### src/rtl/alu_flag_register_pkg.sv
// Shared constants for the ALU status-flag register and its branch-condition evaluator.
// Flag bit positions follow the {OV,S,CY,Z} ordering of the flags bus.
package alu_flag_register_pkg;

    localparam int unsigned DATA_W_DEFAULT = 16;
    localparam int unsigned COND_W_DEFAULT = 4;

    localparam int unsigned FLAG_Z  = 0;
    localparam int unsigned FLAG_CY = 1;
    localparam int unsigned FLAG_S  = 2;
    localparam int unsigned FLAG_OV = 3;

    typedef enum logic [3:0] {
        COND_ALWAYS = 4'd0,
        COND_GE     = 4'd1,
        COND_LT     = 4'd2,
        COND_NE     = 4'd3,
        COND_EQ     = 4'd4,
        COND_PL     = 4'd5,
        COND_MI     = 4'd6,
        COND_CC     = 4'd7,
        COND_CS     = 4'd8,
        COND_VC     = 4'd9,
        COND_VS     = 4'd10
    } cond_e;

endpackage

### src/rtl/alu_branch_cond_eval.sv
// Combinational branch-condition evaluator: {OV,S,CY,Z} flags + condition code -> taken.
// Also used by the decoder for static prediction; reserved codes never take.
module alu_branch_cond_eval
    import alu_flag_register_pkg::*;
#(
    parameter int unsigned COND_W = COND_W_DEFAULT
) (
    input  logic [3:0]        i_flags,
    input  logic [COND_W-1:0] i_cond_sel,
    output logic              o_taken
);

    logic w_z, w_cy, w_s, w_ov;

    assign w_z  = i_flags[FLAG_Z];
    assign w_cy = i_flags[FLAG_CY];
    assign w_s  = i_flags[FLAG_S];
    assign w_ov = i_flags[FLAG_OV];

    always_comb begin
        o_taken = 1'b0;
        case (i_cond_sel)
            COND_W'(COND_ALWAYS): o_taken = 1'b1;
            COND_W'(COND_GE):     o_taken = (w_s == w_ov);
            COND_W'(COND_LT):     o_taken = (w_s != w_ov);
            COND_W'(COND_NE):     o_taken = ~w_z;
            COND_W'(COND_EQ):     o_taken = w_z;
            COND_W'(COND_PL):     o_taken = ~w_s;
            COND_W'(COND_MI):     o_taken = w_s;
            COND_W'(COND_CC):     o_taken = ~w_cy;
            COND_W'(COND_CS):     o_taken = w_cy;
            COND_W'(COND_VC):     o_taken = ~w_ov;
            COND_W'(COND_VS):     o_taken = w_ov;
            default:              o_taken = 1'b0;
        endcase
    end

endmodule

### src/rtl/alu_flag_register.sv
// ALU status-flag register (Z/CY/S/OV), adder carry-in generation and registered branch evaluation.
// Optional sticky overflow flag is built when ALU_FLAG_STICKY_OV_EN is defined.
module alu_flag_register
    import alu_flag_register_pkg::*;
#(
    parameter int unsigned DATA_W = DATA_W_DEFAULT,
    parameter int unsigned COND_W = COND_W_DEFAULT
) (
    input  logic              clk,
    input  logic              reset,
    input  logic [DATA_W-1:0] alu_z,
    input  logic              alu_cy,
    input  logic              alu_ov,
    input  logic              alu_valid,
    input  logic [3:0]        upd_mask,
    input  logic              use_carry,
    input  logic              add_sub_sel,
    input  logic              flag_load,
    input  logic [3:0]        flag_wdata,
    input  logic              eval,
    input  logic [COND_W-1:0] cond_sel,
`ifdef ALU_FLAG_STICKY_OV_EN
    input  logic              sticky_clr,
    output logic              sticky_ov,
`endif
    output logic              carry_in,
    output logic [3:0]        flags,
    output logic              branch_taken,
    output logic              branch_valid
);

    typedef enum logic {
        ST_IDLE,
        ST_RESULT
    } eval_state_e;

    logic [3:0]  r_flags;
    logic [3:0]  w_flags_nxt;
    eval_state_e r_state;
    eval_state_e w_state_nxt;
    logic        r_taken;
    logic        w_taken_nxt;
    logic        w_cond_taken;

    // SBC borrows when CY=1 because the subtract carry-in is inverted by the stored carry.
    assign carry_in = add_sub_sel ^ (use_carry & r_flags[FLAG_CY]);

    always_comb begin
        w_flags_nxt = r_flags;
        if (flag_load) begin
            w_flags_nxt = flag_wdata;
        end else if (alu_valid) begin
            if (upd_mask[FLAG_Z])  w_flags_nxt[FLAG_Z]  = (alu_z == '0);
            if (upd_mask[FLAG_CY]) w_flags_nxt[FLAG_CY] = alu_cy;
            if (upd_mask[FLAG_S])  w_flags_nxt[FLAG_S]  = alu_z[DATA_W-1];
            if (upd_mask[FLAG_OV]) w_flags_nxt[FLAG_OV] = alu_ov;
        end
    end

    // Evaluate against the flags being written this cycle so a branch never sees stale state.
    alu_branch_cond_eval #(
        .COND_W (COND_W)
    ) u_cond_eval (
        .i_flags    (w_flags_nxt),
        .i_cond_sel (cond_sel),
        .o_taken    (w_cond_taken)
    );

    always_comb begin
        w_state_nxt = ST_IDLE;
        w_taken_nxt = 1'b0;
        if (eval) begin
            w_state_nxt = ST_RESULT;
            w_taken_nxt = w_cond_taken;
        end
    end

    always_ff @(posedge clk) begin
        if (reset) begin
            r_flags <= '0;
            r_state <= ST_IDLE;
            r_taken <= 1'b0;
        end else begin
            r_flags <= w_flags_nxt;
            r_state <= w_state_nxt;
            r_taken <= w_taken_nxt;
        end
    end

    assign flags        = r_flags;
    assign branch_valid = (r_state == ST_RESULT);
    assign branch_taken = r_taken;

`ifdef ALU_FLAG_STICKY_OV_EN
    logic r_sticky_ov;
    logic w_ov_set;

    assign w_ov_set = flag_load ? flag_wdata[FLAG_OV]
                                : (alu_valid & upd_mask[FLAG_OV] & alu_ov);

    always_ff @(posedge clk) begin
        if (reset) begin
            r_sticky_ov <= 1'b0;
        end else if (w_ov_set) begin
            r_sticky_ov <= 1'b1;
        end else if (sticky_clr) begin
            r_sticky_ov <= 1'b0;
        end
    end

    assign sticky_ov = r_sticky_ov;
`endif

endmodule

### config.mk
export PLATFORM = sky130hd
export DESIGN_NAME = alu_flag_register
export DESIGN_NICKNAME = d
export VERILOG_FILES = /design/src/rtl/alu_flag_register_pkg.sv /design/src/rtl/alu_branch_cond_eval.sv /design/src/rtl/alu_flag_register.sv
export SDC_FILE = /design/constraint.sdc
export NUM_CORES = 1
export LEC_CHECK = 0
export CAP_MARGIN = 20
export CORE_UTILIZATION = 28
export DETAILED_ROUTE_END_ITERATION = 7
export HOLD_SLACK_MARGIN = 0.1
export PLACE_DENSITY = 0.77
export SLEW_MARGIN = 5
export SYNTH_ARGS = -nofsm -noshare
export SYNTH_HDL_FRONTEND = slang
export SYNTH_SLANG_ARGS = --single-unit
### constraint.sdc
create_clock -name clk -period 2.1 [get_ports clk]
set_clock_uncertainty 0.1 [all_clocks]
set_input_delay 0.525 -clock clk [delete_from_list [all_inputs] [get_ports clk]]
set_output_delay 0.525 -clock clk [all_outputs]
set_load 0.02 [all_outputs]
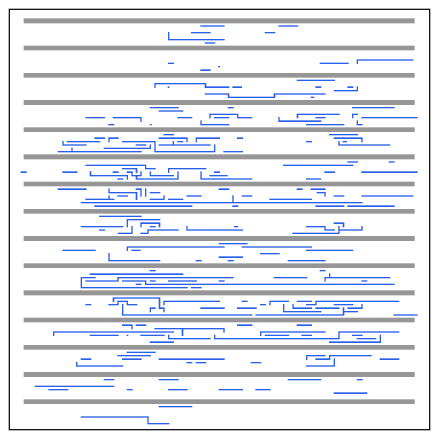
Figure 1: run 1, M1 wires.
Scale: 10 px per um. Supply wires on this layer in gray.
main direction: horizontal
nets with wire on the layer: 131
longest straight run: 28.1 um
share of all routed wire: 41%
wire length on this layer: 680 um

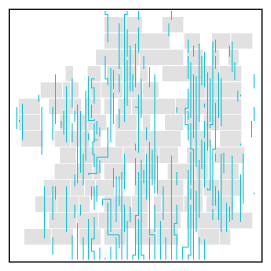
Figure 2: run 1, the metal 2 layer.
Scale: 6 px per um.
longest straight run: 19.7 um
share of all routed wire: 54%
nets with wire on the layer: 128
main direction: vertical
wire length on this layer: 893 um

==> notes.md, run 1 <==
Synthesis and PnR results.

- The total of max-cap violations is 0.
- The OpenROAD report gives the critical path a data arrival time of 2130 ps.
- The synthesis-stage register bit count is 6.
- The count of cells along the worst hold path reads 3.
- The die covers 1750 um^2.
- The main kind of combinational logic by area is simple AND/OR/NAND/NOR gates.
- The setup slack at placement is -524 ps.
- Power attributed to the clock group is 100 uW.
- The total power draw reads 410 uW.
- The proportion of register bits with asynchronous set or reset after synthesis reads 0.
- The leakage power of the design reads 0.443 nW.
- The share of total power in the clock network reads 0.244.
- The reported combinational group power is 184 uW.
- The simple logic cell fraction of the synthesized area reads 0.354.
- The clock latency of the later-clocked register in the worst-skew pair is 230 ps.
- Of the total synthesized cell area, the portion taken by full adders, half adders and majority gates is 0.
- The number of detailed-route iterations in the first pass is 6.
- In this run, the synthesized area fraction spent on AND-OR/OR-AND gates is recorded as 0.287.
- The number of buffers on the longest clock path reads 2.
- The largest net degree at the start of global routing is 7.
- The maximum net fanout on the critical path reads 3.
- The total wire length reads 1670 um.
- The wire length per cell reads 13.5 um.
- Setup repair after global routing could not meet its margin everywhere.
- The top logic cell by instance count in the layout reads sky130_fd_sc_hd__clkdlybuf4s50_1.
- The share of total power dissipated in combinational logic is 0.449.
- The initial antenna violation count is 0.
- The filler cell count is 116.
- The biggest power consumer among the groups is combinational cells.
- The number of enable-type register cells in the synthesized netlist is 0.
- The sequential element share of the synthesized area reads 0.270.
- For reference, the mux area share after synthesis is 0.0449.
- Once placement completed, the tool counted placed cells totaling 119.
- The flow ran to the end, but the final reports show violations.
- The post-layout worst setup margin reads -10.4 ps.
- The switching component of the power was reported as 112 uW.
- The measured slew at the worst slew-check pin is 346 ps.
- The post-layout net count is 146.
- The number of buffers and inverters on the critical path is 1.
- The largest individual stage delay along the critical path comes from the cell sky130_fd_sc_hd__clkdlybuf4s50_1.
- Synthesis produced 54 cells.
- In the CTS report, the clock slew at the register clock pins of the worst setup and hold paths is listed as 40 ps.
- The final period demand of the worst path is 2110 ps.
- The xor-xnor portion of the synthesized cell area is 0.0197.
- Grouping stages by cell kind, the critical path spends the most delay in AND-OR/OR-AND gates.
- The power in sequential cells reads 126 uW.
- Per the layout area report, the register area comes to 120 um^2.
- The combined global-route utilization of all metal layers is 0.207.
- CTS added clock buffers totalling 3.
- The number of buffers added to fix hold violations after cts reads 0.
- The largest single stage delay on the critical path is 430 ps.
- The sort of element at the end of the critical path is a flip-flop.
- The area added between synthesis and finish is 127%.
- The timing report lists the critical path depth as 7 cells.
- Final hold analysis gives a worst-case slack of 596 ps.
- The number of vias after detailed routing reads 622.
- The endpoint required time on the critical path reads 2120 ps.
- The total I/O pin count is 44.
- Warnings raised by the tools during the run amount to 27.
- The width of the chip is 41.9 um.
- The switching portion of total power reads 0.273.
- The repair_antennas step left the layout with diodes totalling 0.
- The script logs the ratio of routed vias to standard cells as 5.06.
- The vertical die dimension is 41.9 um.
- Before any placement, the netlist area is recorded as 445 um^2.
- In the final timing run, aggregate negative setup slack is -10.4 ps.
- The type of the most critical hold path is reg -> reg.
- The tree is rooted in a sky130_fd_sc_hd__clkbuf_4.
- The share of total power dissipated in sequential elements is 0.307.
- Per the GRT congestion report, total overflow comes to 0.
- The cell-internal power reads 298 uW.
- According to the dpl log, the detail-placed design has an HPWL of 1330 um.
- The final weighted congestion in routability-driven placement is 0.802.
- The first global-routing pass estimated 2770 um of wire.
- The number of endpoints failing setup at the final stage is 1.
- After detailed placement, the total cell area comes to 937 um^2.
- The number of buffer cells added on primary ports is 43.
- The mean instance size in the synthesized netlist is 8.25 um^2.
- The DRC violation count after routing is 1.
- The total count of max-transition violations in the final report is 0.
- The post-route core utilization is 0.679.
- According to the floorplan log, the row count is 14.
- The checks that failed: DRC, setup timing.
- The placeable core area is 1490 um^2.
- The number of nets in the synthesized netlist is 91.
- The worst setup path is launched from an input port.
- Yosys printed 0 warnings.
- In this run, distinct cell masters in the synthesized netlist total 28.
- The flow reported a cell area power density of 406 nW/um^2.
- Per the cell usage report, the commonest logic cells after layout are sky130_fd_sc_hd__clkdlybuf4s50_1 (32), sky130_fd_sc_hd__nand2_1 (8), sky130_fd_sc_hd__buf_4 (8).
- Endpoints failing hold in the final report were tallied at 0.
- The sink count of the clock tree is 6.
- In this build the clock could be raised as far as 0.474 GHz.
- Per the log, the first TritonRoute iteration ended with a DRC count of 10.
- Per the final layout report, the fraction of cells sized above drive strength 1 comes to 0.224.
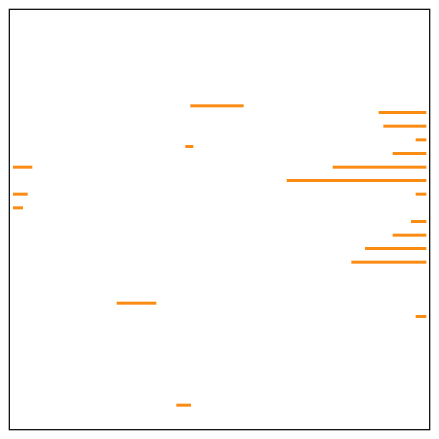
Figure 3: run 1, M3 wires.
Scale: 10 px per um.
nets with wire on the layer: 18
share of all routed wire: 4.1%

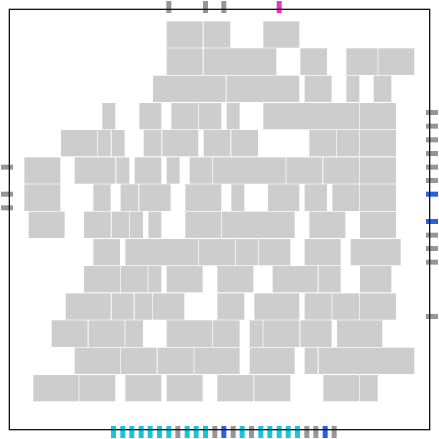
Figure 4: run 1, pin map.
Scale: 10 px per um. Pins as bars across the die edge, other pins in gray.
| color | port | pins | direction | edge |
|---|---|---|---|---|
| magenta | `branch_valid` | 1 | output | north |
| blue | `flag_wdata` | 4 | input | 2 south, 2 east |
| cyan | `alu_z` | 16 | input | south |
all pins by edge: 25 south, 12 east, 4 north, 3 west

-- run 1: layout make-up --
| cell class | instances | share of cell area |
|---|---|---|
| tap | 16 | 0.0198 |
| sequential | 6 | 0.119 |
| multi-input combinational | 47 | 0.356 |
| clock buffer | 3 | 0.0223 |
| timing repair buffer | 51 | 0.483 |
-- run 1: synth_stat cells (2+ instances only) --
cell	count	area, um^2
sky130_fd_sc_hd__nor2b_1	3	18.8
sky130_fd_sc_hd__dfxtp_1	6	120
sky130_fd_sc_hd__and3_1	2	12.5
sky130_fd_sc_hd__nor4_1	3	18.8
sky130_fd_sc_hd__o21ai_0	2	10.0
sky130_fd_sc_hd__a21boi_0	2	15.0
sky130_fd_sc_hd__nand3_1	2	10.0
sky130_fd_sc_hd__nor2_1	5	18.8
sky130_fd_sc_hd__nand2_1	9	33.8
sky130_fd_sc_hd__mux2i_1	2	20.0
-- run 1: what timing repair did --
action,in CTS,in global routing
buffers inserted,1,0
hold endpoints to repair,0,0
gates resized,15,10
endpoints found under the setup margin,2,2
pin swaps,6,8
-- run 1: path summary, 6_finish.rpt --
| kind | slack [ps] | endpoint | start |
|---|---|---|---|
| max | -10 | branch_taken | alu_z[3] |
| min | 600 | flags[3] | flags[3] |
| max reg2reg | 350 | branch_taken | flags[2] |
| min reg2reg | 600 | flags[3] | flags[3] |
-- run 1: routing by layer --
| metal | part of all wire | global-route usage | vias up |
|---|---|---|---|
| met3 | 0.040 | 0.0261 | 2 |
| met2 | 0.54 | 0.372 | 21 |
| met4 | 0.015 | 0.0968 | 0 |
| li1 | - | - | 309 |
| met1 | 0.41 | 0.239 | 290 |
| met5 | 0 | 0 | - |
-- run 1: flip-flops by register name, indices dropped and copies added, names as in the netlist --
name / flops
branch_taken: 1
flags: 4
branch_valid: 1
==> inputs of run 2 (changes only) <==
Settings changed: TNS_END_PERCENT set to 30.
==> run 2 against run 1 <==
Compared with the run above:
- combinational power is essentially flat
- largest power group unchanged
- the flow still finishes with violations (DRC, setup timing)
- routed wire length stayed put
- worst hold slack unchanged
- critical path depth is the same
- non-clock buffer count is the same
- highest routed layer unchanged
- synthesized cell count stayed put
- first-iteration DRC count unchanged
- maximum frequency is the same
- register-to-register slack about the same
- count of clock-buffer cells in the layout unchanged
==> notes.md, run 2 <==
Synthesis and PnR results.

- The total I/O pin count was 44 (unchanged).
- The placeable core area came to 1490 um^2 (unchanged).
- The number of detailed-route iterations in the first pass came to 6 (unchanged).
- The post-layout worst setup margin was -10.4 ps (unchanged).
- The overall chip area is 1750 um^2 (unchanged).
- STA classifies the critical path startpoint as an input port.
- The final reports fail on DRC, setup timing.
- The placed instance area is 937 um^2 (unchanged).
- The layout cell share with drive strength beyond 1 is 0.224 (unchanged).
- The filler cell count reads 116 (unchanged).
- The total power draw reads 410 uW (unchanged).
- Once layout is done, the placed cells without fillers occupy 1010 um^2.
- The total wire length is 1670 um (unchanged).
- The final-report hold violation count reads 0 (unchanged).
- The first-pass GRT wire length came to 2770 um (unchanged).
- The mean instance size in the synthesized netlist is 8.25 um^2 (unchanged).
- The flip-flop count of the largest register after layout is 4 (unchanged).
- The sink count of the clock tree is 6 (unchanged).
- The global route total overflow is 0 (unchanged).
- The biggest area consumer among synthesized cells is sky130_fd_sc_hd__dfxtp_1.
- The ratio of total power to cell area was 406 nW/um^2 (unchanged).
- The total count of max-transition violations in the final report reads 0 (unchanged).
- The type of the most critical hold path is reg -> reg.
- The synthesized netlist net count is 91 (unchanged).
- The number of distinct library cells after synthesis reads 28 (unchanged).
- Yosys instantiated no cell more often than sky130_fd_sc_hd__nand2_1.
- By area the synthesized netlist is led by sky130_fd_sc_hd__dfxtp_1 (27%), sky130_fd_sc_hd__nand2_1 (7.6%), sky130_fd_sc_hd__o311ai_4 (5.9%).
- The deepest level of the CTS H-tree is 1.
- The number of cells in the design after placement was 119 (unchanged).
- The CTS tree is built.
- The number of vias per cell after detailed routing was 5.06 (unchanged).
- The peak supply drop reads 211 uV.
- The worst register-to-register path has a depth of 7.
- The worst stage delay on the critical path reads 430 ps (about the same).
- The worst-path cell with the longest stage delay reads sky130_fd_sc_hd__clkdlybuf4s50_1.
- The maximum net fanout on the critical path reads 3 (unchanged).
- The top achievable clock speed is 0.474 GHz (unchanged).
- The area added between synthesis and finish reads 127% (unchanged).
- The count of nets left with antenna violations once routing finished came out at 0.
- The final period demand of the worst path was 2110 ps (unchanged).
- The count of non-filler cells in the finished layout reads 123.
- The category of the critical setup timing path reads in -> reg.
- The worst setup slack for register-to-register paths was 350 ps (about the same).
- The sort of element at the end of the critical path is a flip-flop.
- The share of Yosys cell area claimed by the top area cell type is 0.270 (unchanged).
- The number of enable-type register cells in the synthesized netlist reads 0 (unchanged).
- The total of max-cap violations is 0 (unchanged).
- By instance count after routing, the leading logic cell types are sky130_fd_sc_hd__clkdlybuf4s50_1 (32), sky130_fd_sc_hd__nand2_1 (8), sky130_fd_sc_hd__buf_4 (8).
- The area of the mapped netlist is 445 um^2 (unchanged).
- The number of cells produced by synthesis is 54 (unchanged).
- The count of cells along the worst hold path is 3 (unchanged).
- Setup repair after global routing could not meet its margin everywhere.
- The register area is 120 um^2 (unchanged).
- The measured slew at the worst slew-check pin was 346 ps (unchanged).
- The initial DRC count came to 10 (unchanged).
- The total area of multi-input combinational cells is 360 um^2.
- The data arrival time of the worst path was 2130 ps (about the same).
- The DRC violation count after routing reads 1 (unchanged).
- The total half-perimeter wirelength after legalization and detailed placement came to 1330 um (unchanged).
- The floorplan row count is 14 (unchanged).
- The setup slack at placement is -524 ps (unchanged).
- The post-route worst hold slack is 596 ps (unchanged).
- The final weighted congestion in routability-driven placement reads 0.802 (unchanged).
- The sequential element share of the synthesized area is 0.270 (unchanged).
- The number of standard cells reported by yosys is 54.
- The number of buffer cells added on primary ports reads 43 (unchanged).
- The starting density of the core reads 0.299.
- The via count of the first global-routing pass is 645.
- The number of buffers on the longest clock path was 2 (unchanged).
- The CTS clock-pin slew for the worst setup and hold paths came to 40 ps (about the same).
- The leakage power of the design was 0.443 nW (unchanged).
- The final total negative setup slack was -10.4 ps (unchanged).
- Per STA, the worst path is made up of clkdlybuf4s50_1 > nor4_2 > nand4_1 > o21ai_2 > o211ai_1 > and3_1 > o311a_1.
- The number of endpoints failing setup at the final stage is 1 (unchanged).
- The post-layout net count is 146 (unchanged).
- Among logic cells in the layout, the one with the most instances is sky130_fd_sc_hd__clkdlybuf4s50_1.
- In the synthesized netlist, the cells that appear most often are sky130_fd_sc_hd__nand2_1 (9), sky130_fd_sc_hd__dfxtp_1 (6), sky130_fd_sc_hd__nor2_1 (5), sky130_fd_sc_hd__nor2b_1 (3), sky130_fd_sc_hd__nor4_1 (3).
- The summed standard-cell area reported by yosys is 445 um^2.
- Of the available clock period, the critical path in the final layout requires 1.00.
- The synthesis-stage register bit count is 6 (unchanged).
- The wire length per cell reads 13.5 um (unchanged).
- The combined global-route utilization of all metal layers reads 0.207 (unchanged).
- The number of warnings in the stage logs came to 27 (unchanged).
- The number of clock buffers inserted by TritonCTS reads 3 (unchanged).
- The initial antenna violation count reads 0 (unchanged).
- The proportion of register bits with asynchronous set or reset after synthesis came to 0 (unchanged).
- The relative slew slack reads 0.767.
- The clock latency of the later-clocked register in the worst-skew pair reads 230 ps (about the same).
- The width of the chip is 41.9 um (unchanged).
- The antenna diode count is 0 (unchanged).
- The Yosys warning count came to 0 (unchanged).
- The run finished, with violations left.
- The endpoint required time on the critical path is 2120 ps (about the same).
- The number of vias after detailed routing came to 622 (unchanged).
- The post-route core utilization is 0.679 (unchanged).
- The largest net degree at the start of global routing is 7 (unchanged).
- Clock tree synthesis selected as its root buffer the cell sky130_fd_sc_hd__clkbuf_4.
- The vertical die dimension is 41.9 um (unchanged).
- The dominant register cell reads sky130_fd_sc_hd__dfxtp_1.
## run 2: cell counts after synthesis
Identical to the previous run, type by type.
## run 2: cell type report
cell class,count,area share
Multi-Input combinational cell,47,0.356
Timing Repair Buffer,51,0.483
Tap cell,16,0.0198
Clock buffer,3,0.0223
Sequential cell,6,0.119
## run 2: repair_timing
item,4_1_cts,5_1_grt
setup buffers,1,0
setup endpoints to repair,2,2
hold buffers,0,0
gates resized,15,10
pin swaps,6,8
gates cloned,0,0
## run 2: kinds of logic after synthesis
kind of cell	count (synthesis)	synth area share
and+or+nand+nor	30	0.354
xor gates and xnor gates	1	0.0197
muxes	2	0.0449
DFF	6	0.270
AOI/OAI and AO/OA	14	0.287
buffers and inverters	1	0.0253
## run 2: where the power goes
part	internal, mW	total (mW)	switching, mW
registers	0.122	0.126	0.00388
logic	0.112	0.184	0.0723
clock network	0.0643	0.100	0.0359
## run 2: final timing paths
check / startpoint / endpoint
worst max-delay path: alu_z[3] / branch_taken
worst min register to register: flags[3] / flags[3]
worst max register to register: flags[2] / branch_taken
worst min-delay path: flags[3] / flags[3]
## run 2: metal layers
layer,vias to the layer above,routed length (um),global-route usage
met3,2,67,0.0261
met5,-,0,0
met4,0,25,0.0968
li1,309,-,-
met1,290,680,0.239
met2,21,892,0.372
## run 2: worst max-delay path, delay by kind of cell
kind                   cells  cell delay, ps
and+or+nand+nor            3             570
buffers and inverters      1             430
AOI/OAI and AO/OA          3             600
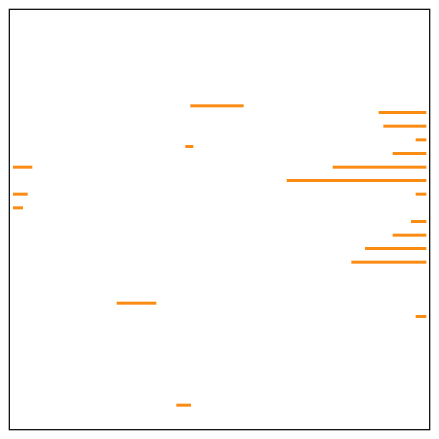
Figure 5: run 2, M3 wires.
Scale: 10 px per um.
longest straight run: 13.7 um
nets with wire on the layer: 18
share of all routed wire: 4.1%
wire length on this layer: 67.5 um
main direction: horizontal

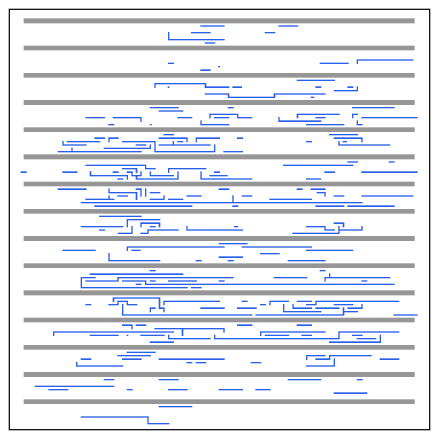
Figure 6: run 2, M1 wires.
Scale: 10 px per um. Supply wires on this layer in gray.
wire length on this layer: 680 um
longest straight run: 28.1 um
nets with wire on the layer: 131

Power is estimated from default activity; no workload was simulated.
